`config.mk`:
```
export PLATFORM = sky130hd
export DESIGN_NAME = lane_demux8
export DESIGN_NICKNAME = d
export VERILOG_FILES = /design/src/rtl/lane_demux8.sv
export SDC_FILE = /design/constraint.sdc
export NUM_CORES = 1
export LEC_CHECK = 0
export CORE_MARGIN = 2
export CORE_UTILIZATION = 38
export CTS_CLUSTER_DIAMETER = 40
export DETAILED_ROUTE_END_ITERATION = 10
export GPL_TIMING_DRIVEN = 0
export PLACE_DENSITY = 0.62
export REMOVE_ABC_BUFFERS = 1
export SKIP_CTS_REPAIR_TIMING = 1
export SYNTH_ARGS = -nofsm -noshare
export SYNTH_HDL_FRONTEND = slang
export SYNTH_SLANG_ARGS = --single-unit
```
`constraint.sdc`:
```
create_clock -name Clk -period 11.9 [get_ports Clk]
set_input_delay 3.57 -clock Clk [delete_from_list [all_inputs] [get_ports Clk]]
set_output_delay 3.57 -clock Clk [all_outputs]
set_load 0.01 [all_outputs]
```
`src/rtl/lane_demux8.sv`:
```
// Serial-to-parallel lane demultiplexer: collects up to eight N-bit words into
// lane registers and presents them as one vector, flushing early on InLast.
module lane_demux8 #(
  parameter int N = 32
) (
  input  logic         Clk,
  input  logic         Reset,
  input  logic         InValid,
  input  logic [N-1:0] InData,
  input  logic         InLast,
  output logic         InReady,
  output logic         OutValid,
  input  logic         OutReady,
  output logic [N-1:0] Out0,
  output logic [N-1:0] Out1,
  output logic [N-1:0] Out2,
  output logic [N-1:0] Out3,
  output logic [N-1:0] Out4,
  output logic [N-1:0] Out5,
  output logic [N-1:0] Out6,
  output logic [N-1:0] Out7,
  output logic [7:0]   OutMask,
  output logic         DbgHold
);

  // Handshake: a word moves on InValid&&InReady, a vector on OutValid&&OutReady.
  // Both ready/valid outputs decode only the state register, never the inputs.
  typedef enum logic {
    FILL = 1'b0,
    HOLD = 1'b1
  } state_t;

  state_t       state;
  state_t       state_nxt;
  logic [2:0]   idx;
  logic [N-1:0] lane [8];
  logic         in_xfer;
  logic         out_xfer;

  always_ff @(posedge Clk or posedge Reset) begin
    if (Reset) begin
      state <= FILL;
    end else begin
      state <= state_nxt;
    end
  end

  always_comb begin
    state_nxt = state;
    InReady   = 1'b0;
    OutValid  = 1'b0;
    in_xfer   = 1'b0;
    out_xfer  = 1'b0;
    case (state)
      FILL: begin
        InReady = 1'b1;
        in_xfer = InValid;
        if (InValid && (InLast || idx == 3'd7)) begin
          state_nxt = HOLD;
        end
      end
      HOLD: begin
        OutValid = 1'b1;
        out_xfer = OutReady;
        if (OutReady) begin
          state_nxt = FILL;
        end
      end
      default: state_nxt = FILL;
    endcase
  end

  // Lanes not reached by a short vector keep their cleared value of zero.
  always_ff @(posedge Clk or posedge Reset) begin
    if (Reset) begin
      idx     <= 3'd0;
      OutMask <= 8'd0;
      for (int k = 0; k < 8; k++) begin
        lane[k] <= '0;
      end
    end else if (out_xfer) begin
      idx     <= 3'd0;
      OutMask <= 8'd0;
      for (int k = 0; k < 8; k++) begin
        lane[k] <= '0;
      end
    end else if (in_xfer) begin
      lane[idx]    <= InData;
      OutMask[idx] <= 1'b1;
      idx          <= idx + 3'd1;
    end
  end

  assign Out0    = lane[0];
  assign Out1    = lane[1];
  assign Out2    = lane[2];
  assign Out3    = lane[3];
  assign Out4    = lane[4];
  assign Out5    = lane[5];
  assign Out6    = lane[6];
  assign Out7    = lane[7];
  assign DbgHold = (state == HOLD);

endmodule
```
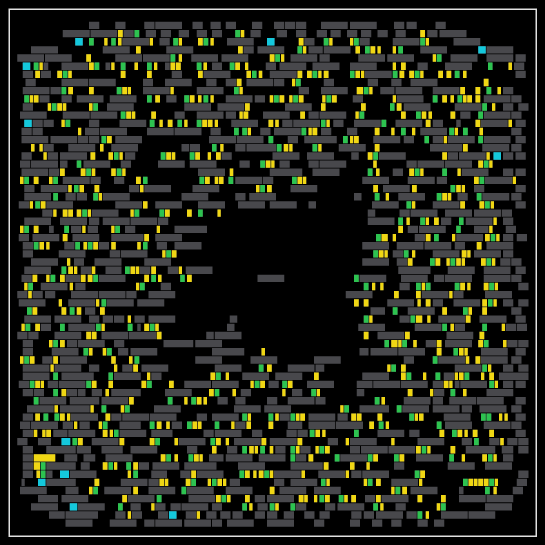
Run 1: selected gate families
(3 px per um)
family	colour	cells	most used	where
aoi and oai cells	green	256	o21ai_0	widely spread
nand cells	yellow	514	nand2_1	widely spread
non-inverting ao/oa cells	cyan	11	a21o_1	widely spread

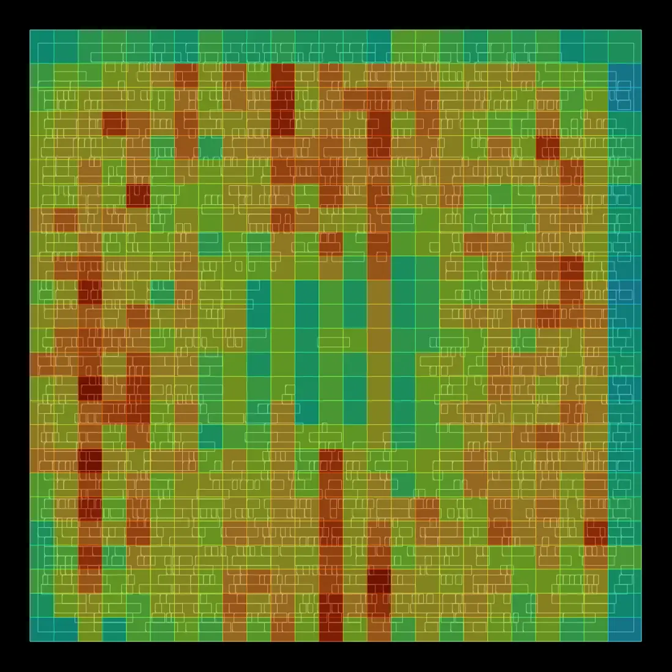
Run 1: congestion heat map
met1 Track Usage GR: 35.0%
global-route met2 utilization: 37.8%
drt wl/cell: 20.6 um
GRT met3 Usage: 6.94%

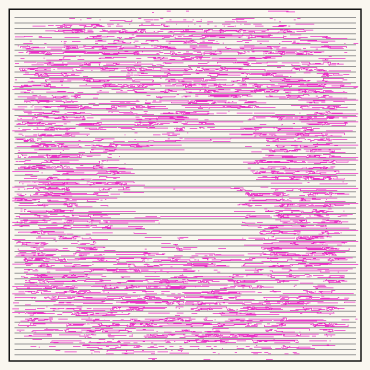
Run 1: M1 wires
(2 px per um) Supply wires on this layer in grey.
main direction	horizontal
nets with wire on the layer	1,276
share of all routed wire	44%
wire length on this layer	16,700 um
longest straight run	52.4 um

==> flow_metrics.env, run 1 <==
# source this file to load flow results
export IMPL_run_status="finished clean"
export IMPL_cp_data_arrival_time_ps=6130
export IMPL_floorplanUtilization_pct=38.7
export IMPL_post_drt_via_cell_ratio=5.39
export IMPL_seq_cells=268
export IMPL_netlist_top_cell_by_area="sky130_fd_sc_hd__dfrtp_1"
export IMPL_rsz0062_at_grt="no"
export IMPL_ys_top_cells_by_area="sky130_fd_sc_hd__dfrtp_1 60%, sky130_fd_sc_hd__nand3_1 11%, sky130_fd_sc_hd__o21ai_0 10%"
export IMPL_cts_reportedPaths_clkPinSlew_ps=50
export IMPL_warnings=33
export IMPL_enable_flop_cells=0
export IMPL_post_place_cells=1775
export IMPL_grt_antenna_before_repair=0
export IMPL_synth_main_ff_cell="sky130_fd_sc_hd__dfrtp_1"
export IMPL_slew_violations=0
export IMPL_area_share_sequential_pct=41.7
export IMPL_insertedDiodeCount=0
export IMPL_timing_critical_path_depth=7
export IMPL_tritoncts="yes"
export IMPL_syn_instance_count=1213
export IMPL_avgSynthCellArea_um2=9.18
export IMPL_layout_non_clock_buffers=321
export IMPL_synth_area_mux_share_pct=0.180
export IMPL_min_delay_worst_endpoint="OutMask[5]$_DFFE_PP0P_"
export IMPL_power_switching_mw=1.28
export IMPL_final_util_pct=55.9
export IMPL_yosys_area_mm2=0.0111
export IMPL_logic_area_mm2=0.00383
export IMPL_weighted_congestion_reported_at_the_end_of_routability_driven_placement=0.733
export IMPL_place_detailed_hpwl_um=21900
export IMPL_rr_worst_depth=4
export IMPL_cp_num_buf_inv=4
export IMPL_worstPathMaxFanout=33
export IMPL_taps=384
export IMPL_cts_inserted_buffers=42
export IMPL_grt_pass1_vias=10200
export IMPL_post_synth_xor_area_fraction_pct=0
export IMPL_core_rowCount=62
export IMPL_sw_frac_of_total_pct=31.9
export IMPL_synth_sequential_area_ratio_pct=60.3
export IMPL_postLayoutCellArea_mm2=0.0161
export IMPL_cts_sink_count=268
export IMPL_final_nets=1474
export IMPL_ys_top_cells_by_count="268 x sky130_fd_sc_hd__dfrtp_1, 258 x sky130_fd_sc_hd__nand2_1, 250 x sky130_fd_sc_hd__nand3_1"
export IMPL_final_common_cell="sky130_fd_sc_hd__clkdlybuf4s50_1"
export IMPL_top_cell_area_share_pct=60.3
export IMPL_crit_path_start="InValid"
export IMPL_io_pins=304
export IMPL_drv_cap=0
export IMPL_relSlewSlack_pct=34.4
export IMPL_finalCritPeriodShare_pct=48.6
export IMPL_most_common_layout_cells="303 x sky130_fd_sc_hd__clkdlybuf4s50_1, 268 x sky130_fd_sc_hd__dfrtp_1, 258 x sky130_fd_sc_hd__nand2_1, 250 x sky130_fd_sc_hd__nand3_1, 227 x sky130_fd_sc_hd__o21ai_0"
export IMPL_post_dp_cell_area_mm2=0.0145
export IMPL_drt_total_wl_um=38100
export IMPL_max_freq_ghz=0.173
export IMPL_buffer_area_share_pct=21.5
export IMPL_ys_sh_aoi_pct=12.3
export IMPL_power_drawn_by_the_clock_network_mw=1.38
export IMPL_final_setup_skew_ps=11.8
export IMPL_fp_coreArea_mm2=0.0288
export IMPL_timing_hold_ws_ps=472
export IMPL_yosysWarnings=0
export IMPL_timing_hold_worst_start="OutMask[5]$_DFFE_PP0P_"
export IMPL_fp_dieH_um=175
export IMPL_min_delay_path_depth=1
export IMPL_cpLargestDelayFamily="simple AND/OR/NAND/NOR gates"
export IMPL_crit_reg2reg_capture="Out2[13]$_DFFE_PP0P_"
export IMPL_crit_path_frequent_cell="sky130_fd_sc_hd__buf_16"
export IMPL_holdCritPathClass="flop to flop"
export IMPL_ctsLongestPathBuffers=3
export IMPL_layout_clock_cell_area_share_pct=9.91
export IMPL_power_leakage_nw=6.70
export IMPL_largestPowerGroup="clock"
export IMPL_endpoint_required_time_on_the_critical_path_ps=12240
export IMPL_nonClockInverterCount=2
export IMPL_critPathCaptureType="flop"
export IMPL_ys_flops=268
export IMPL_via_count=9976
export IMPL_area_growth_synth_to_final_pct=44.5
export IMPL_drc_errors_left=0
export IMPL_final_non_filler_cells=1850
export IMPL_comb_area_share_pct=23.8
export IMPL_post_route_cells_drive_above_1_share_pct=7.37
export IMPL_async_reset_ff_share_pct=100
export IMPL_synth_cellmix_simpleShare_pct=21.2
export IMPL_worst_setup_path_start_kind="primary input"
export IMPL_floorplan_die_area_mm2=0.0307
export IMPL_area_dominant_cell_class_after_layout="sequential cells"
export IMPL_critical_path_slowest_cell="sky130_fd_sc_hd__and2_2"
export IMPL_timing_final_ws_setup_ps=6120
export IMPL_globalRoute_busiestLayer="met2"
export IMPL_grt_first_pass_wirelength_um=60100
export IMPL_die_w_um=175
export IMPL_share_comb_of_total_power_pct=32.4
export IMPL_wl_met2_um=17600
export IMPL_yosys_area_share_adder_pct=0.225
export IMPL_grt_total_usage_pct=24.8
export IMPL_logic_gate_count=800
export IMPL_p_seq_share_pct=33.1
export IMPL_endpoint="Out2[13]$_DFFE_PP0P_"
export IMPL_first_pass_iters=7
export IMPL_gr_total_overflow=0
export IMPL_m1WireLength_um=16700
export IMPL_ff_latch_area_mm2=0.00671
export IMPL_top_layer_used="met4"
export IMPL_topCombFamilyByArea="simple AND/OR/NAND/NOR gates"
export IMPL_hold_violations=0
export IMPL_ir_worst_vdd_mv=0.152
export IMPL_power_density_mw_per_mm2=249
export IMPL_clockBufferCount=52
export IMPL_drt_iter0_markers=799
export IMPL_synth_area_mm2=0.0111
export IMPL_r2r_start="idx[1]$_DFFE_PP0P_"
export IMPL_worstMarginPinSlew_ps=982
export IMPL_post_place_ws_ps=5560
export IMPL_grt_max_degree=135
export IMPL_comb_power_mw=1.30
==> run 2, diff against run 1 <==
==> constraint.sdc (replaced) <==
create_clock -name Clk -period 6.05 [get_ports Clk]
set_input_delay 1.815 -clock Clk [delete_from_list [all_inputs] [get_ports Clk]]
set_output_delay 1.815 -clock Clk [all_outputs]
set_load 0.01 [all_outputs]
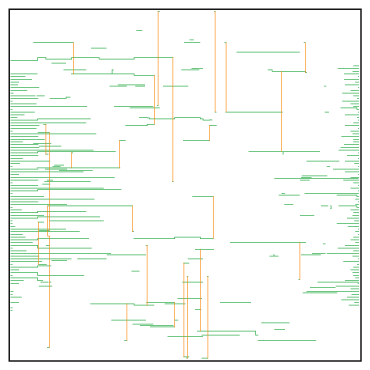
Run 2: signal wires by layer
(2 px per um) Two of the layers only.
layer	colour	wire length
M3	green	3,090 um
M4	orange	756 um

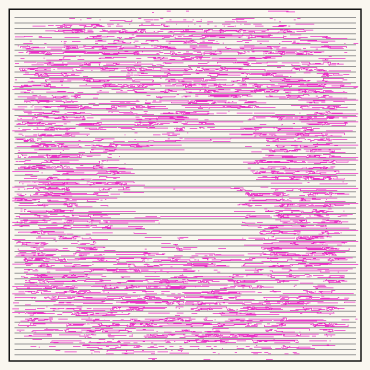
Run 2: M1 wires
(2 px per um) Supply wires on this layer in grey.
wire length on this layer	16,700 um
share of all routed wire	44%
nets with wire on the layer	1,276
main direction	horizontal
longest straight run	52.4 um

==> flow_metrics.env, run 2 <==
# source this file to load flow results
export IMPL_share_comb_of_total_power_pct=32.4
export IMPL_cts_sink_count=268
export IMPL_syn_instance_count=1213
export IMPL_layout_non_clock_buffers=321
export IMPL_ctsLongestPathBuffers=3
export IMPL_post_route_cells_drive_above_1_share_pct=7.37
export IMPL_via_count=9976
export IMPL_tritoncts="yes"
export IMPL_synth_sequential_area_ratio_pct=60.3
export IMPL_slew_violations=0
export IMPL_grt_antenna_before_repair=0
export IMPL_grt_first_pass_wirelength_um=60100
export IMPL_final_nets=1474
export IMPL_cp_num_buf_inv=4
export IMPL_top_layer_used="met4"
export IMPL_area_dominant_cell_class_after_layout="sequential cells"
export IMPL_drc_errors_left=0
export IMPL_power_drawn_by_the_clock_network_mw=2.72
export IMPL_place_detailed_hpwl_um=21900
export IMPL_ff_latch_area_mm2=0.00671
export IMPL_use_met3_pct=6.94
export IMPL_cts_root_buf="sky130_fd_sc_hd__clkbuf_16"
export IMPL_async_reset_ff_share_pct=100
export IMPL_synth_area_mm2=0.0111
export IMPL_timing_hold_worst_start="OutMask[5]$_DFFE_PP0P_"
export IMPL_cpLargestDelayFamily="simple AND/OR/NAND/NOR gates"
export IMPL_gr_total_overflow=0
export IMPL_nonClockInverterCount=2
export IMPL_fp_dieH_um=175
export IMPL_area_growth_synth_to_final_pct=44.5
export IMPL_warnings=33
export IMPL_synth_cellmix_simpleShare_pct=21.2
export IMPL_crit_reg2reg_capture="Out2[13]$_DFFE_PP0P_"
export IMPL_endpoint="Out2[13]$_DFFE_PP0P_"
export IMPL_ir_worst_vdd_mv=0.299
export IMPL_seq_cells=268
export IMPL_run_status="finished clean"
export IMPL_power_density_mw_per_mm2=490
export IMPL_die_w_um=175
export IMPL_drt_total_wl_um=38100
export IMPL_largestPowerGroup="clock"
export IMPL_enable_flop_cells=0
export IMPL_synth_area_mux_share_pct=0.180
export IMPL_logic_gate_count=800
export IMPL_weighted_congestion_reported_at_the_end_of_routability_driven_placement=0.733
export IMPL_rsz0062_at_grt="no"
export IMPL_power_leakage_nw=6.70
export IMPL_yosys_area_share_adder_pct=0.225
export IMPL_crit_path_start="InValid"
export IMPL_m1WireLength_um=16700
export IMPL_p_seq_share_pct=33.1
export IMPL_grt_max_degree=135
export IMPL_timing_hold_ws_ps=472
export IMPL_ys_sh_aoi_pct=12.3
export IMPL_endpoint_required_time_on_the_critical_path_ps=6390
export IMPL_max_freq_ghz=0.248
export IMPL_final_setup_skew_ps=11.8
export IMPL_logic_area_mm2=0.00383
export IMPL_most_common_layout_cells="303 x sky130_fd_sc_hd__clkdlybuf4s50_1, 268 x sky130_fd_sc_hd__dfrtp_1, 258 x sky130_fd_sc_hd__nand2_1, 250 x sky130_fd_sc_hd__nand3_1, 227 x sky130_fd_sc_hd__o21ai_0"
export IMPL_grt_total_usage_pct=24.8
export IMPL_avgSynthCellArea_um2=9.18
export IMPL_critical_path_slowest_cell="sky130_fd_sc_hd__and2_2"
export IMPL_holdCritPathClass="flop to flop"
export IMPL_wl_met2_um=17600
export IMPL_timing_critical_path_depth=7
export IMPL_top_cell_area_share_pct=60.3
export IMPL_netlist_top_cell_by_area="sky130_fd_sc_hd__dfrtp_1"
export IMPL_buffer_area_share_pct=21.5
export IMPL_first_pass_iters=7
export IMPL_worstPathMaxFanout=33
export IMPL_ys_top_cells_by_area="sky130_fd_sc_hd__dfrtp_1 60%, sky130_fd_sc_hd__nand3_1 11%, sky130_fd_sc_hd__o21ai_0 10%"
export IMPL_floorplanUtilization_pct=38.7
export IMPL_finalCritPeriodShare_pct=66.6
export IMPL_r2r_start="idx[1]$_DFFE_PP0P_"
export IMPL_path_cells="clkdlybuf4s50_1, nor3b_4, buf_8, buf_16, buf_16, and2_2, o21ai_0"
export IMPL_comb_power_mw=2.55
export IMPL_grt_pass1_vias=10200
export IMPL_min_delay_worst_endpoint="OutMask[5]$_DFFE_PP0P_"
export IMPL_postLayoutCellArea_mm2=0.0161
export IMPL_comb_area_share_pct=23.8
export IMPL_use_met2_pct=37.8
export IMPL_crit_path_frequent_cell="sky130_fd_sc_hd__buf_16"
export IMPL_final_non_filler_cells=1850
export IMPL_rr_worst_depth=4
export IMPL_layout_clock_cell_area_share_pct=9.91
export IMPL_ys_flops=268
export IMPL_relSlewSlack_pct=34.4
export IMPL_synth_main_ff_cell="sky130_fd_sc_hd__dfrtp_1"
export IMPL_cts_inserted_buffers=42
export IMPL_globalRoute_busiestLayer="met2"
export IMPL_hold_violations=0
export IMPL_critPathCaptureType="flop"
export IMPL_cp_data_arrival_time_ps=4370
export IMPL_layout_filler_cells=2556
export IMPL_cts_reportedPaths_clkPinSlew_ps=50
export IMPL_post_place_ws_ps=1460
export IMPL_grtUsageMet1_pct=35.0
export IMPL_sw_frac_of_total_pct=31.9
export IMPL_power_switching_mw=2.51
export IMPL_post_synth_xor_area_fraction_pct=0
export IMPL_yosys_area_mm2=0.0111
export IMPL_yosysWarnings=0
export IMPL_post_place_cells=1775
export IMPL_io_pins=304
export IMPL_core_rowCount=62
export IMPL_area_share_sequential_pct=41.7
export IMPL_drt_iter0_markers=799
export IMPL_taps=384
export IMPL_worst_setup_path_start_kind="primary input"
export IMPL_topCombFamilyByArea="simple AND/OR/NAND/NOR gates"
export IMPL_drv_cap=0
export IMPL_worstMarginPinSlew_ps=982
==> run 3, diff against run 2 <==
==> constraint.sdc (replaced) <==
create_clock -name Clk -period 4.1 [get_ports Clk]
set_input_delay 1.23 -clock Clk [delete_from_list [all_inputs] [get_ports Clk]]
set_output_delay 1.23 -clock Clk [all_outputs]
set_load 0.01 [all_outputs]
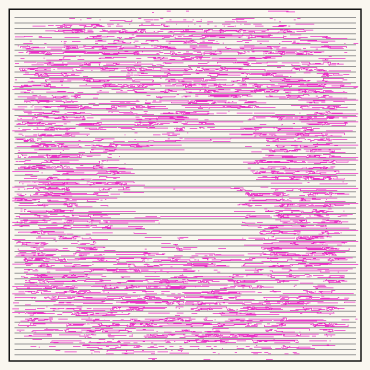
Run 3: M1 wires
(2 px per um) Supply wires on this layer in grey.
longest straight run	52.4 um
nets with wire on the layer	1,276
share of all routed wire	44%
wire length on this layer	16,700 um
main direction	horizontal

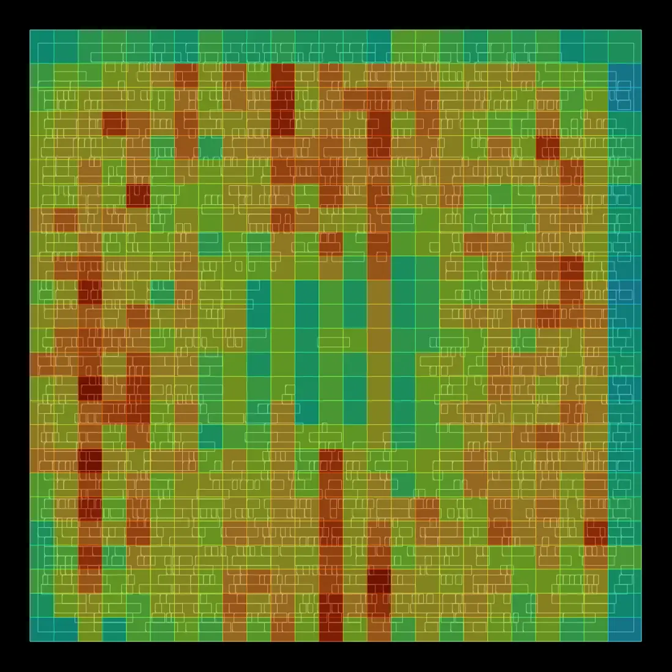
Run 3: congestion heat map
GRT Util Overall: 24.8%
utilization after layout: 55.9%
GRT busiest layer: met2

==> flow_metrics.env, run 3 <==
# source this file to load flow results
export IMPL_grt_antenna_before_repair=0
export IMPL_syn_instance_count=1213
export IMPL_area_share_sequential_pct=41.7
export IMPL_weighted_congestion_reported_at_the_end_of_routability_driven_placement=0.733
export IMPL_clockBufferCount=52
export IMPL_cp_num_buf_inv=4
export IMPL_core_rowCount=62
export IMPL_yosys_area_mm2=0.0111
export IMPL_crit_path_frequent_cell="sky130_fd_sc_hd__buf_16"
export IMPL_share_comb_of_total_power_pct=32.4
export IMPL_crit_path_start="InValid"
export IMPL_finalCritPeriodShare_pct=84.0
export IMPL_rr_worst_depth=4
export IMPL_ys_top_cells_by_area="sky130_fd_sc_hd__dfrtp_1 60%, sky130_fd_sc_hd__nand3_1 11%, sky130_fd_sc_hd__o21ai_0 10%"
export IMPL_drt_antenna_violating_nets=0
export IMPL_postLayoutCellArea_mm2=0.0161
export IMPL_die_w_um=175
export IMPL_comb_power_mw=3.76
export IMPL_grt_pass1_vias=10200
export IMPL_endpoint_required_time_on_the_critical_path_ps=4440
export IMPL_fp_dieH_um=175
export IMPL_synth_sequential_area_ratio_pct=60.3
export IMPL_grtUsageMet1_pct=35.0
export IMPL_avgSynthCellArea_um2=9.18
export IMPL_post_place_ws_ps=97.1
export IMPL_ir_worst_vdd_mv=0.442
export IMPL_rsz0062_at_grt="no"
export IMPL_critical_path_slowest_cell="sky130_fd_sc_hd__and2_2"
export IMPL_comb_area_share_pct=23.8
export IMPL_timing_hold_ws_ps=472
export IMPL_power_drawn_by_the_clock_network_mw=4.01
export IMPL_gr_total_overflow=0
export IMPL_r2r_start="idx[1]$_DFFE_PP0P_"
export IMPL_crit_reg2reg_capture="Out2[13]$_DFFE_PP0P_"
export IMPL_final_common_cell="sky130_fd_sc_hd__clkdlybuf4s50_1"
export IMPL_worst_setup_path_start_kind="primary input"
export IMPL_tritoncts="yes"
export IMPL_run_status="finished clean"
export IMPL_top_cell_area_share_pct=60.3
export IMPL_min_delay_worst_endpoint="OutMask[5]$_DFFE_PP0P_"
export IMPL_insertedDiodeCount=0
export IMPL_timing_hold_worst_start="OutMask[5]$_DFFE_PP0P_"
export IMPL_max_freq_ghz=0.291
export IMPL_holdCritPathClass="flop to flop"
export IMPL_wl_per_cell_um=20.6
export IMPL_layout_clock_cell_area_share_pct=9.91
export IMPL_cts_inserted_buffers=42
export IMPL_power_switching_mw=3.70
export IMPL_warnings=33
export IMPL_nonClockInverterCount=2
export IMPL_ys_top_cells_by_count="268 x sky130_fd_sc_hd__dfrtp_1, 258 x sky130_fd_sc_hd__nand2_1, 250 x sky130_fd_sc_hd__nand3_1"
export IMPL_ys_sh_aoi_pct=12.3
export IMPL_buffer_area_share_pct=21.5
export IMPL_layout_non_clock_buffers=321
export IMPL_timing_critical_path_depth=7
export IMPL_min_delay_path_depth=1
export IMPL_cp_data_arrival_time_ps=3790
export IMPL_use_met2_pct=37.8
export IMPL_power_leakage_nw=6.70
export IMPL_critPathCaptureType="flop"
export IMPL_p_seq_share_pct=33.1
export IMPL_path_cells="clkdlybuf4s50_1, nor3b_4, buf_8, buf_16, buf_16, and2_2, o21ai_0"
export IMPL_fp_coreArea_mm2=0.0288
export IMPL_final_nets=1474
export IMPL_m1WireLength_um=16700
export IMPL_clock_tree_htree_level_count=2
export IMPL_sw_frac_of_total_pct=31.9
export IMPL_post_drt_via_cell_ratio=5.39
export IMPL_use_met3_pct=6.94
export IMPL_top_layer_used="met4"
export IMPL_timing_final_ws_setup_ps=658
export IMPL_cts_reportedPaths_clkPinSlew_ps=50
export IMPL_enable_flop_cells=0
export IMPL_grt_first_pass_wirelength_um=60100
export IMPL_relSlewSlack_pct=34.4
export IMPL_yosys_area_share_adder_pct=0.225
export IMPL_io_pins=304
export IMPL_hold_violations=0
export IMPL_slew_violations=0
export IMPL_synth_main_ff_cell="sky130_fd_sc_hd__dfrtp_1"
export IMPL_final_setup_skew_ps=11.8
export IMPL_floorplan_die_area_mm2=0.0307
export IMPL_ctsLongestPathBuffers=3
export IMPL_seq_cells=268
export IMPL_power_density_mw_per_mm2=723
export IMPL_worstPathMaxFanout=33
export IMPL_post_place_cells=1775
export IMPL_drt_total_wl_um=38100
export IMPL_netlist_top_cell_by_area="sky130_fd_sc_hd__dfrtp_1"
export IMPL_wl_met2_um=17600
export IMPL_post_route_cells_drive_above_1_share_pct=7.37
export IMPL_largestPowerGroup="clock"
export IMPL_ff_latch_area_mm2=0.00671
export IMPL_cpLargestDelayFamily="simple AND/OR/NAND/NOR gates"
export IMPL_cts_sink_count=268
export IMPL_first_pass_iters=7
export IMPL_layout_filler_cells=2556
export IMPL_area_dominant_cell_class_after_layout="sequential cells"
export IMPL_taps=384
export IMPL_async_reset_ff_share_pct=100
export IMPL_post_dp_cell_area_mm2=0.0145
export IMPL_place_detailed_hpwl_um=21900
export IMPL_synth_area_mm2=0.0111
export IMPL_cts_root_buf="sky130_fd_sc_hd__clkbuf_16"
export IMPL_post_synth_xor_area_fraction_pct=0
export IMPL_most_common_layout_cells="303 x sky130_fd_sc_hd__clkdlybuf4s50_1, 268 x sky130_fd_sc_hd__dfrtp_1, 258 x sky130_fd_sc_hd__nand2_1, 250 x sky130_fd_sc_hd__nand3_1, 227 x sky130_fd_sc_hd__o21ai_0"
export IMPL_drt_iter0_markers=799
export IMPL_endpoint="Out2[13]$_DFFE_PP0P_"
export IMPL_ys_flops=268
export IMPL_drv_cap=0
export IMPL_area_growth_synth_to_final_pct=44.5
export IMPL_logic_area_mm2=0.00383
export IMPL_synth_area_mux_share_pct=0.180
export IMPL_topCombFamilyByArea="simple AND/OR/NAND/NOR gates"
export IMPL_drc_errors_left=0
export IMPL_logic_gate_count=800
export IMPL_finalSetupViolations=0
export IMPL_yosysWarnings=0
export IMPL_grt_max_degree=135
